## src/rtl/ocx_tlx_rand_chk_errcnt.sv

```systemverilog
// Saturating mismatch counter; a clear in the same cycle as an increment wins.
module ocx_tlx_rand_chk_errcnt #(
    parameter int unsigned ERR_W = 16
) (
    input  logic             clock,
    input  logic             reset,
    input  logic             clear_i,
    input  logic             inc_i,
    output logic [ERR_W-1:0] count_o
);

    logic [ERR_W-1:0] count_q;

    always_ff @(posedge clock or posedge reset) begin
        if (reset) begin
            count_q <= '0;
        end else if (clear_i) begin
            count_q <= '0;
        end else if (inc_i && (count_q != '1)) begin
            count_q <= count_q + ERR_W'(1);
        end
    end

    assign count_o = count_q;

endmodule

```

## config.mk

```make
export PLATFORM = sky130hd
export DESIGN_NAME = ocx_tlx_rand_chk_errcnt
export DESIGN_NICKNAME = d
export VERILOG_FILES = /design/src/rtl/ocx_tlx_rand_chk_errcnt.sv
export SDC_FILE = /design/constraint.sdc
export NUM_CORES = 1
export LEC_CHECK = 0
export ABC_AREA = 0
export CORE_ASPECT_RATIO = 1.1
export CORE_MARGIN = 4
export CORE_UTILIZATION = 45
export DETAILED_ROUTE_END_ITERATION = 12
export PLACE_DENSITY = 0.72
export SKIP_CTS_REPAIR_TIMING = 1
export SYNTH_ARGS = -nofsm -noshare
export SYNTH_HDL_FRONTEND = slang
export SYNTH_SLANG_ARGS = --single-unit
```

## constraint.sdc

```tcl
create_clock -name clock -period 3.9 [get_ports clock]
set_clock_uncertainty 0.2 [all_clocks]
set_input_delay 0.78 -clock clock [delete_from_list [all_inputs] [get_ports clock]]
set_output_delay 0.78 -clock clock [all_outputs]
set_load 0.02 [all_outputs]
```

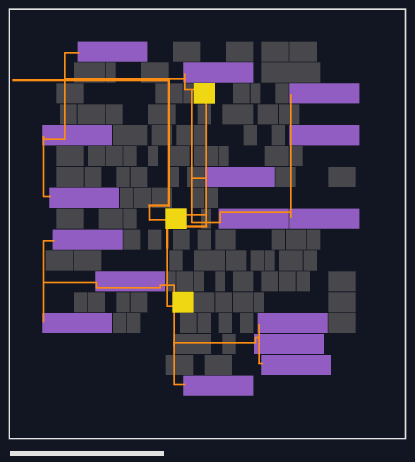
Figure 1: routed clock nets over the placement.
Scale bar: 20 um.
[yellow] clock drivers | count: 3
[orange] clock wires | length: 240 um
[purple] flip-flops | count: 16
flops lie: all over the die
Late-Pin Clk Latency: 300 ps
clock network power share: 36.6%

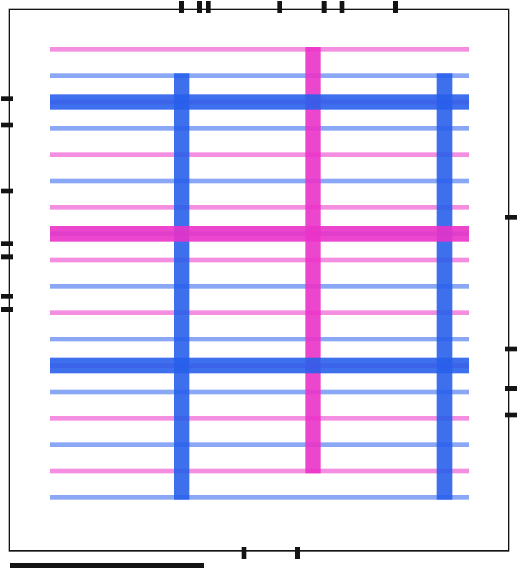
Figure 2: floorplan with the power grid.
Scale bar: 20 um. Pins as bars on the die edge.
[blue] VSS
[magenta] VDD
met4 straps: 3
signal pins: 20
rows: 17
met1 rails: 18
chip width: 51.40 um
worst vdd ir: 160.1 uV
chip height: 55.74 um
core area: 1999 sq um

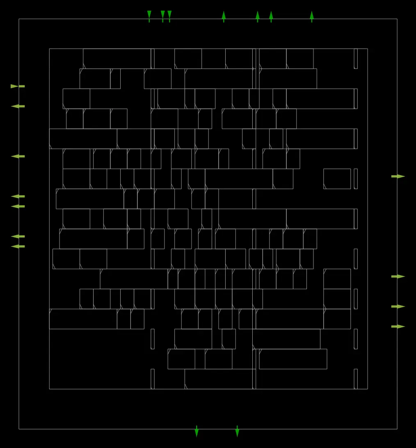
Figure 3: cell outlines without signal wires.
Seq/total area: 34.26%
row cnt: 17
n_taps: 28
Flop Count: 16

==> flow_summary.json <==
{
  "nNetsFinal": 126,
  "layout_top_cells": "clkdlybuf4s50_1 (19), dfrtp_1 (16), a21oi_1 (12), nand3_1 (7)",
  "p_leak_nw": 0.4123,
  "grt_use_met3_pct": 2.413,
  "tightest_slew_ps": 679.4,
  "compound_area_share_pct": 15.70,
  "grt.busiest_layer": "met2",
  "cts-root-buf": "clkbuf_4",
  "routabilityCongestion": 0.8008,
  "edf_count": 0,
  "worstPathRequired_ps": 3900,
  "numCtsBuffers": 3,
  "dr_wl_met3_um": 80,
  "grt_max_degree": 20,
  "yosysTopAreaCell": "dfrtp_1",
  "setup_viol": 0,
  "period_minus_slack_ps": 2702,
  "topCellsByArea": "dfrtp_1 (43%), a21oi_1 (6.4%), or4_1 (4.8%)",
  "postRouteAntennaNets": 0,
  "r2r_end": "count_o[0]",
  "max_stage_delay_ps": 620,
  "dpl_worst_slack_ps": 958.8,
  "reg2reg_slack_ps": 1700,
  "min_delay_worst_endpoint": "count_o[13]",
  "r2r-start": "count_o[0]",
  "ys_seq_share_pct": 42.95,
  "largest_reg_flops": 16,
  "die-area_sq_um": 2865,
  "area_growth_pct": 25.37,
  "cts_tree": "done",
  "cp_data_arrival_time_ps": 2710,
  "syn_area_per_cell_sq_um": 9.229,
  "synth_warnings": 0,
  "hold-worst-slack_ps": 392.0,
  "io_pins": 20,
  "startpoint_type": "primary input",
  "portBuffers": 19,
  "grt_overflow_total": 0,
  "grt_use_met2_pct": 26.55,
  "status": "finished, final reports clean",
  "startpoint": "inc_i",
  "ff2ff_path_depth": 5,
  "cp_cell_sequence": "clkdlybuf4s50_1 -> nand3_1 -> or4_4 -> or4_1 -> a21oi_1",
  "topCombFamilyByArea": "simple AND/OR/NAND/NOR gates",
  "grt_pass1_wl_um": 3622,
  "ys_cells": 101,
  "cts_sinks": 16,
  "ys.flop_type": "dfrtp_1",
  "clk_pin_slew_worst_paths_ps": 90,
  "max_cap_violations": 0,
  "top_cell": "dfrtp_1",
  "lay_top_count": "clkdlybuf4s50_1",
  "muxShareOfSynthArea_pct": 3.490,
  "worst_slew_margin_rel_pct": 54.29,
  "warnings": 26,
  "htree_num_levels": 1,
  "fin_crit_sh_pct": 69.28,
  "synth_cell_types": 29,
  "synthXorXnorAreaFrac_pct": 0,
  "grtUsageMet1_pct": 20.98,
  "cts_buffer_depth": 2,
  "path_class": "primary input to flop",
  "n_antenna_cell": 0,
  "route.met2.wl_um": 1059,
  "cp-end-kind": "flop",
  "top_area_share_pct": 42.95,
  "synth.net_count": 106,
  "highest_layer": "met4",
  "simple_gate_share_pct": 32.62,
  "adder_share_pct": 1.342,
  "dp_hpwl_um": 1519,
  "syn-cell-area_sq_um": 932.1,
  "drive_gt1_share_pct": 8.333,
  "initCoreUtil_pct": 46.62,
  "drtIter0Drc": 16,
  "rsz0062_at_grt": "false"
}
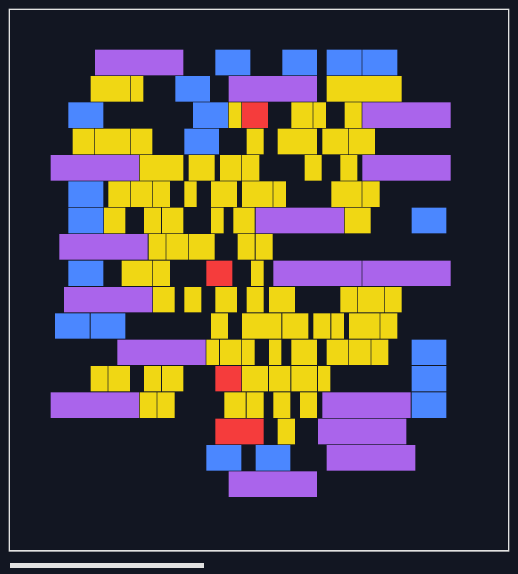
Figure 4: cell classes on the final placement.
Scale bar: 20 um.
[blue] other buffers and delay cells | cells: 19
[purple] flops | cells: 16
[yellow] combinational and other logic | cells: 81
[red] clock drivers and dummy loads | cells: 4
design area: 1169 sq um
Util after Layout: 58.45%

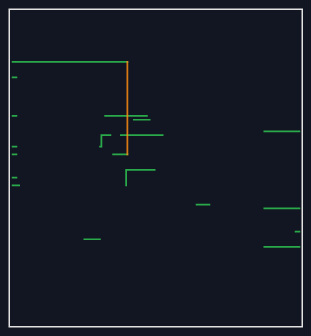
Figure 5: wiring by layer.
Two of the layers only.
[green] metal 3 | wire length: 80.9 um
[orange] metal 4 | wire length: 16.3 um
wire per inst: 14.49 um
Vias: 873
overall routing resource usage: 16.24%
Post-Route WL: 2144 um

[critical path, delay by kind of cell]
kind	cells	cell delay, ps
buffers and inverters	1	620
AOI/OAI and AO/OA	1	150
and+or+nand+nor	3	1160
[cell type report]
class / count / area [sq um] / share of cell area, %
Sequential cell: 16 / 400.4 / 34.26
Inverter: 3 / 11.26 / 0.9636
Multi-Input combinational cell: 78 / 495.5 / 42.40
Timing Repair Buffer: 19 / 190.2 / 16.27
Clock buffer: 4 / 36.28 / 3.105
Tap cell: 28 / 35.03 / 2.998
[where the power goes]
| group | switching [W] | leakage, nW | internal [W] |
|---|---|---|---|
| registers | 0.00000285 | 0.222 | 0.000168 |
| logic | 0.0000141 | 0.169 | 0.0000100 |
| clock network | 0.0000557 | 0.0210 | 0.0000569 |
No activity file was given, so power comes from the tool's default toggle rates.
